===== config.mk =====
export PLATFORM = sky130hd
export DESIGN_NAME = voice_mixer
export DESIGN_NICKNAME = d
export VERILOG_FILES = /design/src/rtl/voice_mixer.sv
export SDC_FILE = /design/constraint.sdc
export NUM_CORES = 1
export LEC_CHECK = 0
export CORE_ASPECT_RATIO = 0.9
export CORE_MARGIN = 10
export CORE_UTILIZATION = 40
export CTS_CLUSTER_SIZE = 24
export DETAILED_ROUTE_END_ITERATION = 16
export PLACE_DENSITY = 0.63
export SLEW_MARGIN = 15
export SYNTH_ARGS = -nofsm -noshare
export SYNTH_HDL_FRONTEND = slang
export SYNTH_SLANG_ARGS = --single-unit
export TNS_END_PERCENT = 30

===== constraint.sdc =====
create_clock -name clk -period 2.71 [get_ports clk]
set_clock_uncertainty 0.2 [all_clocks]
set_input_delay 0.271 -clock clk [delete_from_list [all_inputs] [get_ports clk]]
set_output_delay 0.271 -clock clk [all_outputs]
set_load 0.01 [all_outputs]

===== src/rtl/voice_mixer.sv =====
// Time-multiplexed voice mixer: sums NUM_VOICES slot samples per frame, scales by
// an arithmetic shift, saturates to 16 bits and offers the result on a valid/ready port.
module voice_mixer #(
  parameter int NUM_VOICES = 10,
  parameter int SHIFT      = 2
) (
  input  logic               clk,
  input  logic               reset,
  input  logic signed [15:0] i_signal,
  input  logic        [3:0]  i_idx,
  input  logic               i_ready,
  output logic signed [15:0] o_sample,
  output logic               o_valid,
  output logic        [3:0]  o_active,
  output logic               o_err,
  output logic               o_overrun
);

  typedef enum logic {SYNC, ACC} state_t;

  localparam logic [3:0] LAST = 4'(NUM_VOICES - 1);

  state_t             state_q, state_d;
  logic signed [19:0] acc_q, acc_d;
  logic        [4:0]  cnt_q, cnt_d;
  logic        [3:0]  exp_q, exp_d;
  logic               done_d;
  logic               err_d;

  logic signed [19:0] sig_ext;
  logic               nonzero;
  logic signed [19:0] fin_sum;
  logic        [4:0]  fin_cnt;
  logic signed [19:0] shifted;
  logic signed [15:0] sat_sample;
  logic        [3:0]  sat_active;

  assign sig_ext = {{4{i_signal[15]}}, i_signal};
  assign nonzero = (i_signal != 16'sd0);
  assign fin_sum = acc_q + sig_ext;
  assign fin_cnt = cnt_q + {4'b0000, nonzero};

  // The 20-bit sum is shifted at full width so no precision is lost before clamping.
  always_comb begin
    shifted = fin_sum >>> SHIFT;
    if (shifted > 20'sd32767) begin
      sat_sample = 16'sh7FFF;
    end else if (shifted < -20'sd32768) begin
      sat_sample = 16'sh8000;
    end else begin
      sat_sample = shifted[15:0];
    end
    sat_active = (fin_cnt > 5'd15) ? 4'd15 : fin_cnt[3:0];
  end

  always_comb begin
    state_d = state_q;
    acc_d   = acc_q;
    cnt_d   = cnt_q;
    exp_d   = exp_q;
    done_d  = 1'b0;
    err_d   = 1'b0;
    case (state_q)
      SYNC: begin
        if (i_idx == 4'd0) begin
          acc_d   = sig_ext;
          cnt_d   = {4'b0000, nonzero};
          exp_d   = 4'd1;
          state_d = ACC;
        end
      end
      ACC: begin
        if (i_idx == exp_q) begin
          if (exp_q == LAST) begin
            done_d  = 1'b1;
            exp_d   = 4'd0;
            state_d = SYNC;
          end else begin
            acc_d = fin_sum;
            cnt_d = fin_cnt;
            exp_d = exp_q + 4'd1;
          end
        end else begin
          // A broken sequence drops the partial frame; slot 0 starts a fresh one at once.
          err_d   = 1'b1;
          exp_d   = 4'd0;
          state_d = SYNC;
          if (i_idx == 4'd0) begin
            acc_d   = sig_ext;
            cnt_d   = {4'b0000, nonzero};
            exp_d   = 4'd1;
            state_d = ACC;
          end
        end
      end
      default: state_d = SYNC;
    endcase
  end

  always_ff @(posedge clk) begin
    if (!reset) begin
      state_q   <= SYNC;
      acc_q     <= '0;
      cnt_q     <= '0;
      exp_q     <= '0;
      o_sample  <= '0;
      o_active  <= '0;
      o_valid   <= 1'b0;
      o_err     <= 1'b0;
      o_overrun <= 1'b0;
    end else begin
      state_q   <= state_d;
      acc_q     <= acc_d;
      cnt_q     <= cnt_d;
      exp_q     <= exp_d;
      o_err     <= err_d;
      o_overrun <= 1'b0;
      // A completed frame replaces the held one only if it is free or consumed now.
      if (done_d) begin
        if (!o_valid || i_ready) begin
          o_sample <= sat_sample;
          o_active <= sat_active;
          o_valid  <= 1'b1;
        end else begin
          o_overrun <= 1'b1;
        end
      end else if (o_valid && i_ready) begin
        o_valid <= 1'b0;
      end
    end
  end

endmodule

**Run 1: cell sizes after repair**

The bar under the picture is 20 um long.
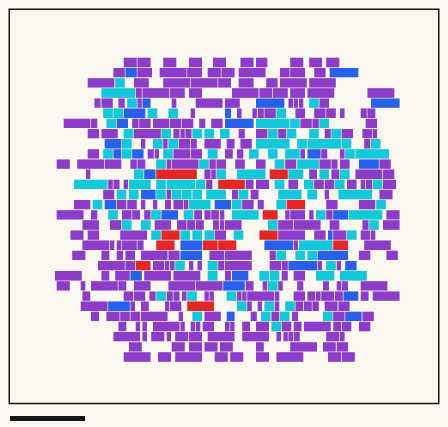
Key: drive 2 = blue [cells 34, share 6.7%]; drive 3 to 4 = cyan [cells 114, share 23%]; drive 6 and up = red [cells 13, share 2.6%]; drive 1 or less = purple [cells 344, share 68%]
nonclk buf count: 142
Layout area overhead: 52.0%
fin area: 4900 sq um

**Run 1: a small window of the routed layout**

Window x 71 to 101, y 11 to 41 um. Cells in grey, sequential cells in the stronger grey; small squares are vias.
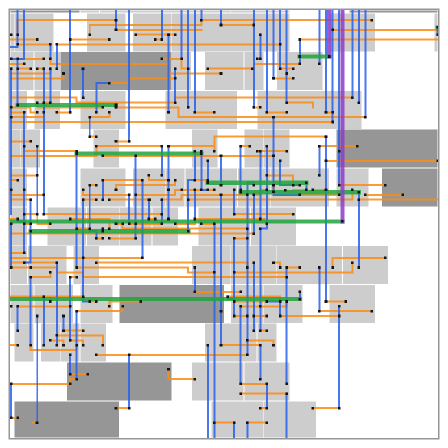
Key: met4 = purple; met3 = green; met2 = blue; met1 = orange
Most frequent: buf_4 (8), nand2_1 (6). Sequential cells in the window: 6. Netlist names of flops here include exp_q (4). 64 logic cells have their middle in the window.

==> metrics.csv, run 1 <==
stage;metric;value;unit
clock_tree;CTS tree;yes;
drt;metal3 WL;608;um
logic_synthesis;post-synthesis net count;417;
logic_synthesis;synth cell count leaders;dfxtp_1 (53), nor2_1 (43), a21oi_1 (30);
clock_tree;clock buffer depth;2;
clock_tree;Clk pin slew, worst setup/hold paths;110;ps
timing;Final Setup Violations;19;
critical_path;endpoint class of the critical path;flop;
power;switching fraction of total power;28.1;%
timing;fmax;0.337;GHz
clock_tree;CTS root buffer;clkbuf_8;
final_layout;flop share of the area;21.8;%
logic_synthesis;EDFF count, synth;0;
drt;1st-iter DRT viols;216;
power;Seq pwr share;43.4;%
final_layout;Layout Cells excl Fill;601;
clock_tree;Post-CTS Hold Fix Bufs;0;
worst_hold_path;worst hold stages;3;
drt;met1 wire length;4680;um
critical_path;CP endpoint;o_sample[13];
logic_synthesis;post-synthesis mux area share;0.659;%
power;Comb group;465;uW
logic_synthesis;Post-Synth XOR/XNOR Area;7.06;%
power;top power group;sequential cells;
logic_synthesis;YS chip area;3230;sq um
power;Peak VDD IR;0.000218;V
final_layout;Clock-cell share;2.45;%
grt;Total GRT Usage;16.0;%
timing;min setup slack post-route;-258;ps
job;Max Cap Viol;0;
logic_synthesis;aoi share;28.7;%
drt;ANT nets after route;0;
critical_path;R2R Setup Slk;-260;ps
floorplanning;Die W;115;um
logic_synthesis;Post-Syn Area per Cell;8.67;sq um
floorplanning;IO Count;46;
drt;Routed WL;10400;um
logic_synthesis;simple share;18.0;%
floorplanning;Die H;105;um
final_layout;share of layout cells above drive strength 1;31.9;%
critical_path;Critical Path Fanout Max;7;
status;failing checks;setup timing;
placement;Port Buffers;45;
grt;vias in the first global route;3327;
placement;setup slack at placement;-793;ps
worst_hold_path;Hold Path Class;input port to flop;
final_layout;mi-comb count;292;
drt;1st-pass router iterations;4;
logic_synthesis;adder-cell area share of the yosys netlist;8.77;%
power;Switch Pwr;520;uW
grt;largest net degree at the start of global routing;55;
clock_tree;post-CTS setup buffer count;4;
logic_synthesis;Synth Seq Share;32.9;%
placement;gpl congestion;0.872;
status;status;finished with violations;
critical_path;crit path DRT;2720;ps
final_layout;fin util;63.7;%
final_layout;most frequent cells in the layout;buf_4 (92), dfxtp_1 (47), nor2_1 (42), clkdlybuf4s50_1 (36), a21oi_1 (26);
final_layout;most frequent logic cell in the layout;buf_4;
logic_synthesis;Synth cell types;56;
grt;initial antenna violation count;0;
floorplanning;Tap Cells;96;
grt;GRT Residual Overflow;0;
timing;period utilisation layout;110;%
critical_path;Crit Path Class;flop to flop;
logic_synthesis;Main logic family;AND-OR/OR-AND gates;
drt;Top Layer Used;met4;
grt;met3 Use GR;2.46;%
logic_synthesis;Synth Flop Type;dfxtp_1;
power;Int Power;1.33;mW
clock_tree;H-tree depth;2;
placement;placed cells;584;
clock_tree;clk latency late pin;310;ps
power;clock share of power;31.5;%
power;Flop+latch power;802;uW
drt;via count;3335;
logic_synthesis;top cells by area;dfxtp_1 (33%), ha_1 (8.1%), nor2_1 (5.0%);
final_layout;Inverters;10;
**Run 1: register map, names as in the netlist**

The bar under the picture is 20 um long.
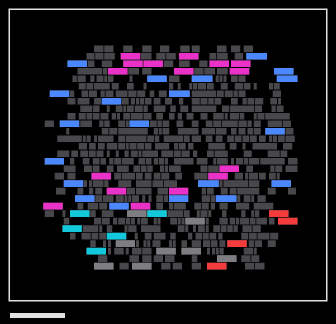
Key: cnt_q = cyan [sequential cells 5, where south-west]; exp_q = red [sequential cells 4, where south-east]; o_sample = magenta [sequential cells 16]; acc_q = blue [sequential cells 20]

**Run 1: clock wiring as the flow saved it**

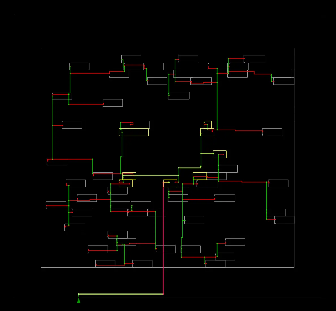
Clk. pwr: 582 uW
CTS Buf Count: 5
Seq cells: 53

## run 1: critical path, stage by stage (launching register included)
cell	delay, ps
dfxtp_2	350
ha_4	160
buf_6	110
a211oi_4	250
o21bai_2	120
a211o_4	340
o211ai_1	250
a31oi_2	180
mux2_4	300
nand4_1	120
buf_4	170
nand2_8	80
o221a_1	260
## run 1: registers in the layout, indices dropped and copies added, names as in the netlist
| register | cells |
|---|---|
| o_valid | 1 |
| o_active | 4 |
| o_overrun | 1 |
| state_q | 1 |
| acc_q | 20 |
| o_err | 1 |
| cnt_q | 5 |
| o_sample | 16 |
| exp_q | 4 |
**Run 1: clock network drawn from the DEF**

The bar under the picture is 20 um long.
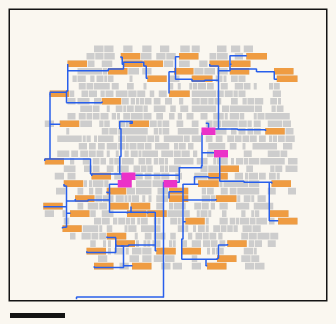

## Run 2: what changed since run 1
CORE_UTILIZATION = 55   (was 40)
PLACE_DENSITY = 0.79   (was 0.63)
clock period = 3.3 ns   (was 2.71 ns; I/O delays follow)
**Run 2: clock network drawn from the DEF**

The bar under the picture is 20 um long.
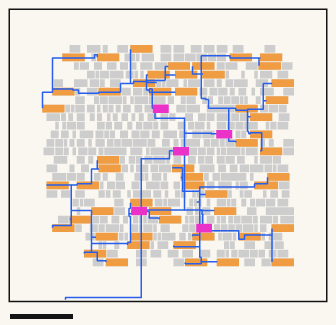
Key: flip-flops = orange [count 53]; cells driving clock nets = magenta [count 5]; clock wires = blue [length 651 um]
There are 6 routed clock nets.

**Run 2: clock wiring as the flow saved it**

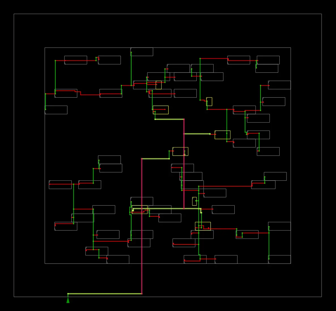
Clk. pwr: 363 uW
clk latency late pin: 310 ps
clk sinks: 53
clock buffer count: 6

**Run 2: register map, names as in the netlist**

The bar under the picture is 20 um long.
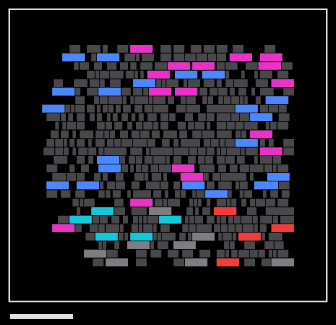
Key: cnt_q = cyan [sequential cells 5]; acc_q = blue [sequential cells 20]; exp_q = red [sequential cells 4, where south-east]; o_sample = magenta [sequential cells 16]

==> run 2 against run 1 <==
  * The run now ends clean
  * Global-route usage grew 3.1 points
  * Register-to-register slack gained 390 ps
  * Sequential cell count is the same
  * Combinational power shrank 33%
  * Clock power shrank 38%
  * Utilization grew 11 points
  * Via count shrank 3.3%
  * Worst hold slack gained 46 ps
  * Critical path type is now input port to flop
  * Largest power group unchanged
==> metrics.csv, run 2 <==
stage;metric;value;unit;change
drt;ANT nets after route;0;;unchanged
worst_hold_path;hold_sp;acc_q[2];;
worst_hold_path;Hold Path Class;flop to flop;;
floorplanning;Die H;92.7;um;-12%
placement;DP HPWL;6880;um;
drt;met1 wire length;4130;um;-12%
drt;metal3 WL;617;um;+1.5%
final_layout;fin area;4250;sq um;-13%
critical_path;capture point of the worst reg-to-reg path;o_sample[1];;
grt;Total GRT Usage;19.2;%;+3.1 points
logic_synthesis;synthesis-stage register bit count;53;;
critical_path;Crit Path Class;input port to flop;;
drt;DR vias/cell;6.05;;
job;tool warnings;26;;
power;top power group;sequential cells;;
final_layout;most frequent cells in the layout;buf_4 (54), dfxtp_1 (52), clkdlybuf4s50_1 (44), nor2_1 (43), a21oi_1 (30);;
power;clock share of power;27.3;%;-4.2 points
clock_tree;Clk pin slew, worst setup/hold paths;100;ps;about the same
clock_tree;CTS Buf Count;5;;unchanged
grt;initial antenna violation count;0;;unchanged
final_layout;Largest Register;acc_q;;
placement;Port Buffers;45;;unchanged
critical_path;startpoint types;input port;;
final_layout;share of layout cells above drive strength 1;17.5;%;-14 points
logic_synthesis;YS chip area;3230;sq um;unchanged
placement;gpl congestion;0.956;;+9.6%
clock_tree;CTS tree;yes;;
critical_path;crit path DRT;3300;ps;+580 ps
power;Seq pwr share;49.4;%;+6.0 points
floorplanning;Die W;101;um;-12%
final_layout;Layout area overhead;31.7;%;
power;Peak VDD IR;0.000225;V;+3.1%
grt;largest net degree at the start of global routing;55;;unchanged
drt;1st-pass router iterations;4;;unchanged
logic_synthesis;adder-cell area share of the yosys netlist;8.77;%;unchanged
critical_path;Critical Path Fanout Max;7;;unchanged
drt;Top Layer Used;met4;;
logic_synthesis;post-synthesis mux area share;0.659;%;unchanged
critical_path;endpoint class of the critical path;flop;;
final_layout;Flop area;1060;sq um;
logic_synthesis;synth warn;0;;
worst_hold_path;worst hold stages;2;;-1
critical_path;Worst path slowest cell;clkdlybuf4s50_1;;
final_layout;logic area;2070;sq um;
final_layout;fin util;74.6;%;+11 points
logic_synthesis;Synth Flop Type;dfxtp_1;;
power;combinational group share of total power;23.3;%;
final_layout;top flop regs;acc_q: 20 flops, o_sample: 16 flops, cnt_q: 5 flops;;
grt;Global Route met1 Usage;24.9;%;
floorplanning;IO Count;46;;unchanged
clock_tree;CTS root buffer;clkbuf_8;;
drt;drt wl/cell;17.3;um;
power;Int Power;950;uW;-29%
clock_tree;Post-CTS Hold Fix Bufs;0;;unchanged
final_layout;fill count;440;;
critical_path;CP max stage delay;450;ps;+100 ps
drt;Routed WL;9210;um;-11%
power;Pleak;1.81;nW;
drt;via count;3224;;-3.3%
final_layout;Largest register FFs;20;;unchanged
logic_synthesis;post-synthesis net count;417;;unchanged
critical_path;WP data arrival;3200;ps;
timing;Final Setup Violations;0;;-19
logic_synthesis;Mapped Cells;372;;
grt;first-pass GRT wire length;14900;um;
logic_synthesis;Synth cell types;56;;unchanged
logic_synthesis;Post-Syn Area per Cell;8.67;sq um;unchanged
critical_path;R2R Setup Slk;130;ps;+390 ps
drt;1st-iter DRT viols;206;;-4.6%
final_layout;antenna fix cells;0;;
clock_tree;post-CTS setup buffer count;0;;-4
timing;fmax;0.312;GHz;
logic_synthesis;simple share;18.0;%;unchanged
critical_path;delay-heaviest family, CP;AND-OR/OR-AND gates;;
power;Flop+latch power;657;uW;-18%
logic_synthesis;top cells by area;dfxtp_1 (33%), ha_1 (8.1%), nor2_1 (5.0%);;
logic_synthesis;Synth Seq Share;32.9;%;unchanged
critical_path;worst path bufs/invs;2;;unchanged
logic_synthesis;yosys cell count;372;;
logic_synthesis;Main logic family;AND-OR/OR-AND gates;;
clock_tree;clock buffer depth;2;;unchanged
logic_synthesis;EDFF count, synth;0;;unchanged
grt;met3 Use GR;3.34;%;+0.88 points
logic_synthesis;synth cell count leaders;dfxtp_1 (53), nor2_1 (43), a21oi_1 (30);;
critical_path;crit path cell chain;clkdlybuf4s50_1 -> ha_1 -> and3_1 -> and3_4 -> a211o_4 -> o211ai_1 -> a31oi_1 -> xor2_1 -> a21oi_2 -> clkbuf_16 -> nor2_1 -> o221a_1;;
job;Max Cap Viol;0;;unchanged
grt;busiest grt layer;met2;;
drt;DR WL met2;4320;um;
grt;vias in the first global route;3100;;-6.8%
power;Switch Pwr;379;uW;-27%
power;switching fraction of total power;28.5;%;+0.40 points
logic_synthesis;Post-Synth XOR/XNOR Area;7.06;%;unchanged
final_layout;most frequent logic cell in the layout;buf_4;;
grt;GRT Residual Overflow;0;;unchanged
status;status;finished, final reports clean;;
clock_tree;H-tree depth;2;;unchanged
logic_synthesis;aoi share;28.7;%;unchanged
power;Comb group;310;uW;-33%
timing;period utilisation layout;97.0;%;
logic_synthesis;most frequent cell after synthesis;dfxtp_1;;
logic_synthesis;Cell Area, Synth;3230;sq um;
## run 2: worst max-delay path by stage
stage,from,to,cells past startpoint
after floorplan,i_signal[0],o_sample[4],13
after CTS,i_signal[0],o_sample[2],14
after global routing,acc_q[0],o_sample[5],13
after detailed placement,i_signal[0],o_sample[14],14
after global placement,i_signal[0],o_sample[2],14
final,i_signal[6],o_sample[1],12
## run 2: layout make-up
type,instances,area share [%]
Clock buffer,6,1.71
Clock inverter,2,0.236
Inverter,10,0.884
Multi-Input combinational cell,291,48.8
Sequential cell,53,25.0
Tap cell,70,2.06
Timing Repair Buffer,101,21.3
## run 2: metrics by stage
step	setup WS [ps]	instances
2_1_floorplan	339	372
3_3_place_gp	-129	521
6_report	99.0	533
4_1_cts	117	529
5_1_grt	-28.6	533
3_5_place_dp	-199	521
**Run 2: a small window of the routed layout**

Window x 61 to 91, y 8 to 38 um. Cells in grey, sequential cells in the stronger grey; small squares are vias.
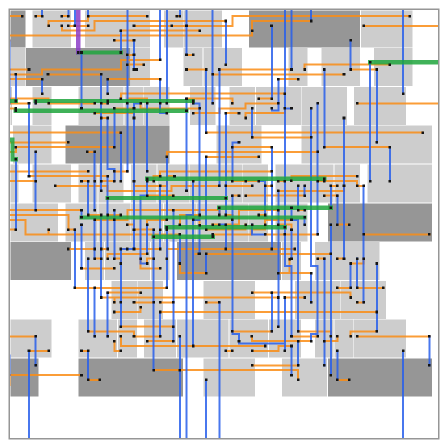

## Run 3: what changed since run 2
CORE_MARGIN = unset   (was 10)
REMOVE_ABC_BUFFERS = 1   (was unset)
SKIP_CTS_REPAIR_TIMING = 1   (was unset)
**Run 3: a small window of the routed layout**

Window x 47 to 77, y 4 to 34 um. Cells in grey, sequential cells in the stronger grey; small squares are vias.
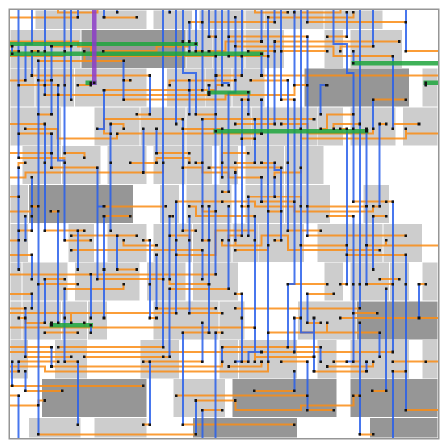
Key: met1 = orange; met3 = green; met2 = blue; met4 = purple
75 logic cells have their middle in the window. Most frequent: buf_4 (11), dfxtp_1 (9), nor2_1 (8). Netlist names of flops here include acc_q (5), o_sample (4). Sequential cells in the window: 9.

**Run 3: register map, names as in the netlist**

The bar under the picture is 20 um long.
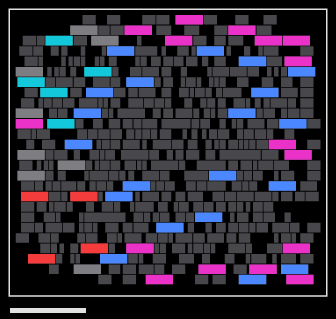
Key: o_sample = magenta [sequential cells 16]; exp_q = red [sequential cells 4, where south-west]; acc_q = blue [sequential cells 20, where all over the die]; cnt_q = cyan [sequential cells 5, where north-west]
Another 8 sequential cells are not coloured.

==> run 3 against run 2 <==
  * The flow now finishes with violations (DRC)
  * Worst hold slack got worse by 13 ps
  * Clock-buffer cell count decreased by 1
  * Area after synthesis unchanged
  * Sequential power about the same
  * Via count decreased by 4.0%
  * Synthesized cell count unchanged
  * Critical path depth increased by 1
  * Register-to-register slack improved by 80 ps
  * Critical endpoint unchanged
  * Largest cell class unchanged
  * Largest power group unchanged
  * Highest routed layer unchanged
==> metrics.csv, run 3 <==
stage;metric;value;unit;change
final_layout;Layout area overhead;30.2;%;
critical_path;crit path DRT;3360;ps;+60 ps
drt;ANT nets after route;0;;unchanged
grt;vias in the first global route;2854;;-7.9%
final_layout;count of nets after finishing;496;;
logic_synthesis;Post-Synth XOR/XNOR Area;7.06;%;unchanged
final_layout;top flop regs;acc_q: 20 flops, o_sample: 16 flops, cnt_q: 5 flops;;
power;switching fraction of total power;25.9;%;-2.7 points
timing;Final Setup Violations;0;;unchanged
grt;largest net degree at the start of global routing;55;;unchanged
worst_hold_path;worst hold stages;2;;unchanged
critical_path;CP most frequent cell;a21oi_2;;
critical_path;FF-to-FF path depth;13;;
critical_path;capture point of the worst reg-to-reg path;o_sample[1];;
logic_synthesis;Post-synth ARST share;0;%;
power;clock share of power;35.7;%;+8.4 points
grt;initial antenna violation count;0;;unchanged
power;top power group;sequential cells;;
critical_path;Critical Path Stages;13;;+1
logic_synthesis;simple share;18.0;%;unchanged
placement;Port Buffers;45;;unchanged
power;Peak VDD IR;0.000309;V;+38%
critical_path;Crit Path Class;input port to flop;;
power;combinational group share of total power;19.6;%;-3.7 points
logic_synthesis;Synth Seq Share;32.9;%;unchanged
logic_synthesis;most frequent cell after synthesis;dfxtp_1;;
final_layout;antenna fix cells;0;;unchanged
critical_path;CP max stage delay;540;ps;+90 ps
status;status;finished with violations;;
power;Seq pwr share;44.7;%;-4.7 points
critical_path;Worst path slowest cell;clkdlybuf4s50_1;;
worst_hold_path;hold_sp;o_sample[8];;
timing;max-slew violations;0;;
final_layout;fin util;74.2;%;-0.41 points
clock_tree;H-tree depth;2;;unchanged
power;Pleak;1.77;nW;-2.0%
logic_synthesis;Mapped Cells;372;;unchanged
logic_synthesis;top cells by area;dfxtp_1 (33%), ha_1 (8.1%), nor2_1 (5.0%);;
grt;GRT Residual Overflow;0;;unchanged
clock_tree;Clk pin slew, worst setup/hold paths;90;ps;about the same
timing;relative slew slack;66.2;%;
floorplanning;Die H;74.7;um;-19%
grt;first-pass GRT wire length;13400;um;-9.5%
grt;met2 usage;45.4;%;
power;Int Power;1.09;mW;+15%
drt;1st-iter DRT viols;156;;-24%
power;power consumption;1.47;mW;
timing;Setup Total Neg Slack;0;ps;
power;Comb group;288;uW;-7.1%
logic_synthesis;aoi share;28.7;%;unchanged
logic_synthesis;Synth Flop Type;dfxtp_1;;
final_layout;Largest Register;acc_q;;
logic_synthesis;Area leader share;32.9;%;
logic_synthesis;Synth cell types;56;;unchanged
final_layout;Largest register FFs;20;;unchanged
critical_path;Critical Path Fanout Max;15;;+8
final_layout;most frequent logic cell in the layout;dfxtp_1;;
timing;fmax;0.312;GHz;about the same
final_layout;share of layout cells above drive strength 1;14.8;%;-2.7 points
drt;met1 wire length;3850;um;-6.7%
timing;Final Hold Vio Count;0;;
floorplanning;Core Region;5660;sq um;
placement;gpl congestion;0.896;;-6.3%
drt;1st-pass router iterations;10;;+6
timing;Hold Worst Slack;292;ps;
floorplanning;Die W;82.7;um;-18%
clock_tree;clk sinks;53;;unchanged
critical_path;startpoint types;input port;;
logic_synthesis;Main logic family;AND-OR/OR-AND gates;;
logic_synthesis;area leader, netlist;dfxtp_1;;
status;failing checks;DRC;;
final_layout;most frequent cells in the layout;dfxtp_1 (53), clkdlybuf4s50_1 (44), buf_4 (44), nor2_1 (43), a21oi_1 (30);;
floorplanning;chip area;6180;sq um;
drt;metal3 WL;381;um;-38%
logic_synthesis;post-synthesis mux area share;0.659;%;unchanged
clock_tree;CTS Buf Count;5;;unchanged
drt;drt wl/cell;15.8;um;-8.8%
timing;Slew @ Worst Pin;502;ps;
grt;met3 Use GR;4.12;%;+0.78 points
clock_tree;clock buffer depth;2;;unchanged
drt;DR vias/cell;5.93;;-1.9%
logic_synthesis;synth warn;0;;unchanged
drt;via count;3096;;-4.0%
clock_tree;CTS tree;yes;;
critical_path;delay-heaviest family, CP;AND-OR/OR-AND gates;;
drt;DRC Markers;1;;
logic_synthesis;EDFF count, synth;0;;unchanged
placement;DP HPWL;5850;um;-15%
clock_tree;clk latency late pin;310;ps;about the same
worst_hold_path;hold path endpoint;o_sample[8];;
drt;DR WL met2;3880;um;-10%
logic_synthesis;synth cell count leaders;dfxtp_1 (53), nor2_1 (43), a21oi_1 (30);;
logic_synthesis;yosys cell count;372;;unchanged
power;Pwr Density;350;nW/um^2;
logic_synthesis;Post-Syn Area per Cell;8.67;sq um;unchanged
worst_hold_path;Hold Path Class;flop to flop;;
critical_path;crit path cell chain;clkdlybuf4s50_1 -> inv_1 -> fa_1 -> nand2b_4 -> a21o_1 -> a21oi_2 -> a31oi_4 -> o31ai_4 -> xor2_1 -> a21oi_2 -> buf_12 -> nor2_1 -> o221a_1;;
critical_path;Critical Path Start;i_signal[1];;
grt;busiest grt layer;met2;;
timing;period utilisation layout;97.0;%;about the same
final_layout;fill count;425;;-3.4%
grt;Global Route met1 Usage;39.8;%;+15 points
critical_path;R2R Setup Slk;210;ps;+80 ps
critical_path;CP endpoint;o_sample[1];;
logic_synthesis;synthesis-stage register bit count;53;;unchanged
grt;Total GRT Usage;28.3;%;+9.2 points
critical_path;worst path bufs/invs;3;;+1
power;Flop+latch power;656;uW;about the same
floorplanning;IO Count;46;;unchanged
logic_synthesis;YS chip area;3230;sq um;unchanged
timing;Final min period;3200;ps;
critical_path;WP data arrival;3260;ps;+60 ps
job;Max Cap Viol;0;;unchanged
critical_path;endpoint class of the critical path;flop;;
logic_synthesis;adder-cell area share of the yosys netlist;8.77;%;unchanged
critical_path;RR Startpoint;acc_q[0];;
floorplanning;FP Util;57.0;%;
floorplanning;Core Rows;26;;
drt;Top Layer Used;met4;;
job;tool warnings;25;;-3.8%
power;Switch Pwr;380;uW;+0.22%
clock_tree;CTS root buffer;clkbuf_8;;
logic_synthesis;Cell Area, Synth;3230;sq um;unchanged
drt;Routed WL;8230;um;-11%
**Run 3: clock wiring as the flow saved it**

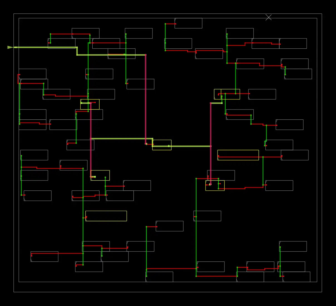
clock buffer count: 5
Clk. pwr: 524 uW

run 3: cell counts after synthesis:
No cell type changed its count.
run 3: area by class of cell:
| class | instances | area [sq um] | area share (%) |
|---|---|---|---|
| Sequential cell | 53 | 1060 | 25.3 |
| Tap cell | 70 | 87.6 | 2.09 |
| Multi-Input combinational cell | 291 | 2080 | 49.4 |
| Clock inverter | 3 | 65.1 | 1.55 |
| Clock buffer | 5 | 68.8 | 1.64 |
| Timing Repair Buffer | 90 | 803 | 19.1 |
| Inverter | 10 | 37.5 | 0.894 |
run 3: stage by stage:
stage	setup WS (ps)	std cells	area, sq um
6_report	98.2	522	4200
5_1_grt	-27.9	522	4200
4_1_cts	19.3	521	4150
3_5_place_dp	-294	513	4020
3_3_place_gp	-290	513	4020
2_1_floorplan	260	354	3140
No activity file was given, so power comes from the tool's default toggle rates.
